`src/rtl/counter_rr_scheduler.sv`:
```
// Shares one CNT_W-bit up-counter between NUM_REQ requesters under round-robin arbitration.
// Define COUNTER_SCHED_FIXED_PRIO_EN for fixed priority (index 0 highest); the rr pointer is then removed.
module counter_rr_scheduler #(
  parameter int unsigned NUM_REQ = 4,
  parameter int unsigned CNT_W   = 4,
  localparam int unsigned ID_W   = $clog2(NUM_REQ)
) (
  input  logic                     clk,
  input  logic                     reset,
  input  logic [NUM_REQ-1:0]       req_valid,
  input  logic [NUM_REQ*CNT_W-1:0] req_len,
  output logic [NUM_REQ-1:0]       req_ready,
  input  logic                     abort,
  output logic [NUM_REQ-1:0]       done,
  output logic                     busy,
  output logic [ID_W-1:0]          owner,
  output logic [CNT_W-1:0]         count
);

  typedef enum logic [1:0] {
    S_IDLE  = 2'd0,
    S_COUNT = 2'd1,
    S_DONE  = 2'd2
  } state_t;

  state_t            state;
  state_t            state_nxt;
  logic [CNT_W-1:0]  len_q;
  logic [CNT_W-1:0]  len_sel;
  logic              grant_vld;
  logic [ID_W-1:0]   grant_idx;
  logic [NUM_REQ-1:0] owner_oh;

`ifdef COUNTER_SCHED_FIXED_PRIO_EN
  // Lowest requesting index wins; reverse scan so the lowest index is assigned last.
  always_comb begin
    grant_vld = 1'b0;
    grant_idx = '0;
    for (int i = int'(NUM_REQ) - 1; i >= 0; i--) begin
      if (req_valid[ID_W'(i)]) begin
        grant_vld = 1'b1;
        grant_idx = ID_W'(i);
      end
    end
  end
`else
  logic [ID_W-1:0] rr_ptr;
  logic [ID_W-1:0] owner_inc;
  logic [ID_W:0]   scan_sum;
  logic [ID_W-1:0] scan_idx;

  assign owner_inc = (owner == ID_W'(NUM_REQ - 1)) ? '0 : owner + ID_W'(1);

  // Rotated scan from rr_ptr; one extra bit lets the wrap work for non-power-of-two NUM_REQ.
  always_comb begin
    grant_vld = 1'b0;
    grant_idx = '0;
    scan_sum  = '0;
    scan_idx  = '0;
    for (int k = int'(NUM_REQ) - 1; k >= 0; k--) begin
      scan_sum = {1'b0, rr_ptr} + (ID_W+1)'(k);
      if (scan_sum >= (ID_W+1)'(NUM_REQ)) begin
        scan_sum = scan_sum - (ID_W+1)'(NUM_REQ);
      end
      scan_idx = scan_sum[ID_W-1:0];
      if (req_valid[scan_idx]) begin
        grant_vld = 1'b1;
        grant_idx = scan_idx;
      end
    end
  end

  // Pointer moves only when a job ends, so idle cycles never reshuffle priority.
  always_ff @(posedge clk or posedge reset) begin
    if (reset) begin
      rr_ptr <= '0;
    end else if ((state == S_COUNT && abort) || state == S_DONE) begin
      rr_ptr <= owner_inc;
    end
  end
`endif

  always_comb begin
    len_sel = '0;
    for (int i = 0; i < int'(NUM_REQ); i++) begin
      if (grant_idx == ID_W'(i)) begin
        len_sel = req_len[i*CNT_W +: CNT_W];
      end
    end
  end

  always_comb begin
    owner_oh        = '0;
    owner_oh[owner] = 1'b1;
  end

  always_ff @(posedge clk or posedge reset) begin
    if (reset) begin
      state <= S_IDLE;
    end else begin
      state <= state_nxt;
    end
  end

  // Abort takes priority over reaching the terminal count.
  always_comb begin
    state_nxt = state;
    case (state)
      S_IDLE:  if (grant_vld) state_nxt = S_COUNT;
      S_COUNT: begin
        if (abort) begin
          state_nxt = S_IDLE;
        end else if (count == len_q) begin
          state_nxt = S_DONE;
        end
      end
      S_DONE:  state_nxt = S_IDLE;
      default: state_nxt = S_IDLE;
    endcase
  end

  always_comb begin
    req_ready = '0;
    if (state == S_IDLE && grant_vld) begin
      req_ready[grant_idx] = 1'b1;
    end
  end

  always_ff @(posedge clk or posedge reset) begin
    if (reset) begin
      count <= '0;
      owner <= '0;
      len_q <= '0;
      done  <= '0;
      busy  <= 1'b0;
    end else begin
      done <= (state == S_COUNT && state_nxt == S_DONE) ? owner_oh : '0;
      busy <= (state_nxt != S_IDLE);
      case (state)
        S_IDLE: begin
          if (grant_vld) begin
            len_q <= len_sel;
            owner <= grant_idx;
            count <= '0;
          end
        end
        S_COUNT: begin
          if (abort) begin
            count <= '0;
          end else if (count != len_q) begin
            count <= count + CNT_W'(1);
          end
        end
        default: count <= '0;
      endcase
    end
  end

endmodule

```
`config.mk`:
```
export PLATFORM = sky130hd
export DESIGN_NAME = counter_rr_scheduler
export DESIGN_NICKNAME = d
export VERILOG_FILES = /design/src/rtl/counter_rr_scheduler.sv
export SDC_FILE = /design/constraint.sdc
export NUM_CORES = 1
export LEC_CHECK = 0
export ABC_AREA = 1
export CAP_MARGIN = 20
export CORE_MARGIN = 3
export CORE_UTILIZATION = 43
export DETAILED_ROUTE_END_ITERATION = 16
export HOLD_SLACK_MARGIN = 0.06
export PLACE_DENSITY = 0.76
export SKIP_CTS_REPAIR_TIMING = 1
export SLEW_MARGIN = 20
export SYNTH_ARGS = -nofsm -noshare
export SYNTH_HDL_FRONTEND = slang
export SYNTH_SLANG_ARGS = --single-unit
```
`constraint.sdc`:
```
create_clock -name clk -period 1.8 [get_ports clk]
set_input_delay 0.36 -clock clk [delete_from_list [all_inputs] [get_ports clk]]
set_output_delay 0.36 -clock clk [all_outputs]
set_load 0.02 [all_outputs]
```
==> results.py <==
# Synthesis and PnR figures
metrics = {
    "floorplan": {
        "fp_util": 0.4702,
        "die-area_sq_um": 3825,
        "die_w_um": 61.85,
        "dieHeight_um": 61.85,
    },
    "drt": {
        "routed_wl_um": 3129,
        "first_pass_iters": 4,
        "wl_per_cell_um": 11.02,
        "remaining_drc_errors": 0,
    },
    "timing": {
        "setup-violations-final": 14,
        "fin_ws_ps": -527.6,
        "final.period_utilization": 1.293,
        "relSlewSlack": 0.7963,
        "max_freq_ghz": 0.4296,
        "report.final.slew_viol_count": 0,
        "skew_ps": 14.10,
        "hold_viol": 0,
        "grt_setup_unrepaired": "true",
        "tightestPinTransition_ps": 305.5,
    },
    "placed_design": {
        "place_ws_ps": -960.4,
        "dp_hpwl_um": 2450,
        "portBuffers": 37,
    },
    "clocking": {
        "cts-root-buf": "clkbuf_4",
        "clk_latency_ps": 300,
        "clk_pin_slew_ps": 110,
        "cts_buffer_depth": 2,
    },
    "yosys": {
        "syn_area_per_cell_sq_um": 7.059,
        "synthFlopType": "dfrtp_1",
        "synthDistinctLibCells": 25,
        "ys_warn_count": 0,
        "ys.flops": 19,
        "ys_seq_frac": 0.3545,
        "top_cell": "nand2_1",
        "yosys-top-cells-count": "nand2_1, inv_1, dfrtp_1, nand3_1, nor2_1",
        "largest_area_cell": "dfrtp_1",
        "ys_area_sq_um": 1341,
        "synthCells": 190,
        "async_flop_share": 1.000,
        "netlist_area_sq_um": 1341,
        "edf_count": 0,
        "top_area_frac": 0.3545,
    },
    "setup_path": {
        "worst_setup_path_end_kind": "primary output",
        "cp.required_ps": 1440,
        "start_kind": "flip-flop",
        "cp_max_fo": 8,
        "slowest_stage": "dfrtp_2",
    },
    "global_routing": {
        "grt_pass1_vias": 1190,
        "antenna_found_initial": 0,
        "grt_usage": 0.1644,
        "grt_pass1_wl_um": 4740,
        "grt_max_degree": 20,
    },
    "final_layout": {
        "layout-drive-gt1-share": 0.2727,
        "area_growth_pct": 52.24,
        "final_nets": 282,
        "diodes": 0,
    },
    "status": {
        "status": "complete, but fails checks",
        "violations": "negative setup slack",
    },
    "flow_run": {
        "maxCapViolCount": 0,
        "warnings": 31,
    },
    "worst_hold_path": {
        "hold_class": "input pin to async pin",
    },
    "pwr": {
        "p_per_area_nw_per_um2": 1990,
    },
}
-- sequential cells by signal, indices dropped and copies added (netlist names) --
signal	count
busy	1
len_q	4
count	4
state	2
rr_ptr	2
owner	2
done	4
-- stage by stage --
stage	TNS, ps	util	total power, W	instance area (sq um)	hold slack, ps
6_report	-3018	0.7158	0.004064	2042	368.9
5_1_grt	-5303	0.7158	0.004434	2042	427.5
4_1_cts	-5257	0.6816	0.003768	1944	378.0
3_5_place_dp	-7341	0.6724	0.003547	1918	486.5
3_3_place_gp	-7017	0.6724	0.003491	1918	484.7
2_1_floorplan	-285.4	-	0.002600	1385	311.1
-- critical path, delay by kind of cell (launching register included) --
family,cells,cell delay (ps)
buffers and inverters,4,450
AND/OR/NAND/NOR,8,740
flip-flops,1,480
-- report_power, final --
group | total [W] | internal (W) | switching, W
registers | 0.000723 | 0.000581 | 0.000142
logic | 0.00313 | 0.00138 | 0.00175
clock network | 0.000211 | 0.0000861 | 0.000125
total | 0.00406 | 0.00204 | 0.00202
-- metal layers --
metal,share of wire,track usage,up-vias
met1,0.46,0.2041,637
met4,0.014,0.06364,0
met3,0.030,0.01240,4
li1,-,-,717
met2,0.50,0.2945,30
met5,0,0,-
-- area by class of cell --
type / count / area (sq um)
clock buffers: 4 / 26.28
fillers: 243 / 810.8
inverters: 32 / 127.6
multi-input cells: 135 / 802.0
flip-flops and latches: 19 / 476.7
well taps: 31 / 38.79
repair buffers: 63 / 570.5
-- final timing paths --
path                                 to      start  slack (ps)  cells past startpoint
max in group asynchronous     rr_ptr[0]      reset        1210                      3
min reg2reg                    len_q[1]   len_q[1]         510                      2
min in group clk               len_q[1]   len_q[1]         510                      2
max reg2reg                    len_q[3]  rr_ptr[0]        -150                     15
min                            state[0]      reset         370                      3
max                        req_ready[0]  rr_ptr[0]        -530                     12
-- cell families after synthesis --
family                   Yosys count  share of synthesized area
AND-OR/OR-AND                     14                    0.06250
XOR/XNOR                           6                    0.03918
adder cells (fa/ha/maj)            5                    0.04664
buffers and inverters             36                     0.1166
flip-flops                        19                     0.3545
AND/OR/NAND/NOR                  110                     0.3806
-- layout by cell type, fill, tap and decap left out --
cell type / instances
nor2_4: 2
nand3b_1: 4
clkbuf_1: 1
inv_1: 26
dfrtp_1: 18
dfrtp_2: 1
nand2_1: 45
o21ai_1: 4
nor3_1: 3
nand2_2: 17
nand4_1: 5
xnor2_1: 5
a21boi_4: 1
inv_2: 4
nand3_1: 16
or2_2: 1
nand2_4: 3
o21ai_0: 7
inv_4: 1
clkdlybuf4s50_1: 33
nor2_1: 9
nor3_4: 4
buf_6: 4
buf_4: 26
clkinv_4: 1
nand3_2: 1
xor2_1: 1
clkbuf_4: 3
a21oi_1: 2
ha_1: 5
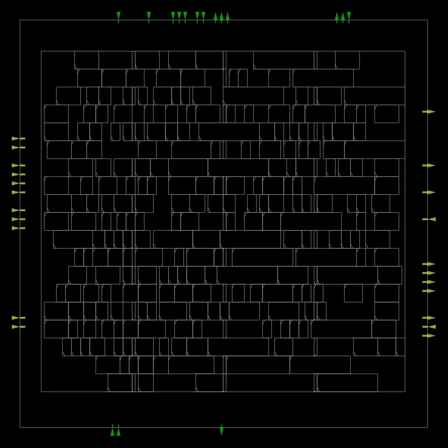
placement.png
Cell Count, Final, Fillers Out: 284
Seq/total area: 0.2335
Core Util, Final: 0.7158
Site Rows: 19

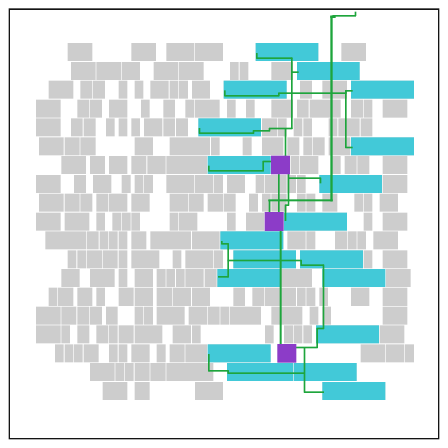
clk_routes.png
flip-flops: marked cyan, count 19. clock drivers: marked purple, count 3. clock wires: marked green, length 227 um.
There are 4 routed clock nets.

No activity file was given, so power comes from the tool's default toggle rates.
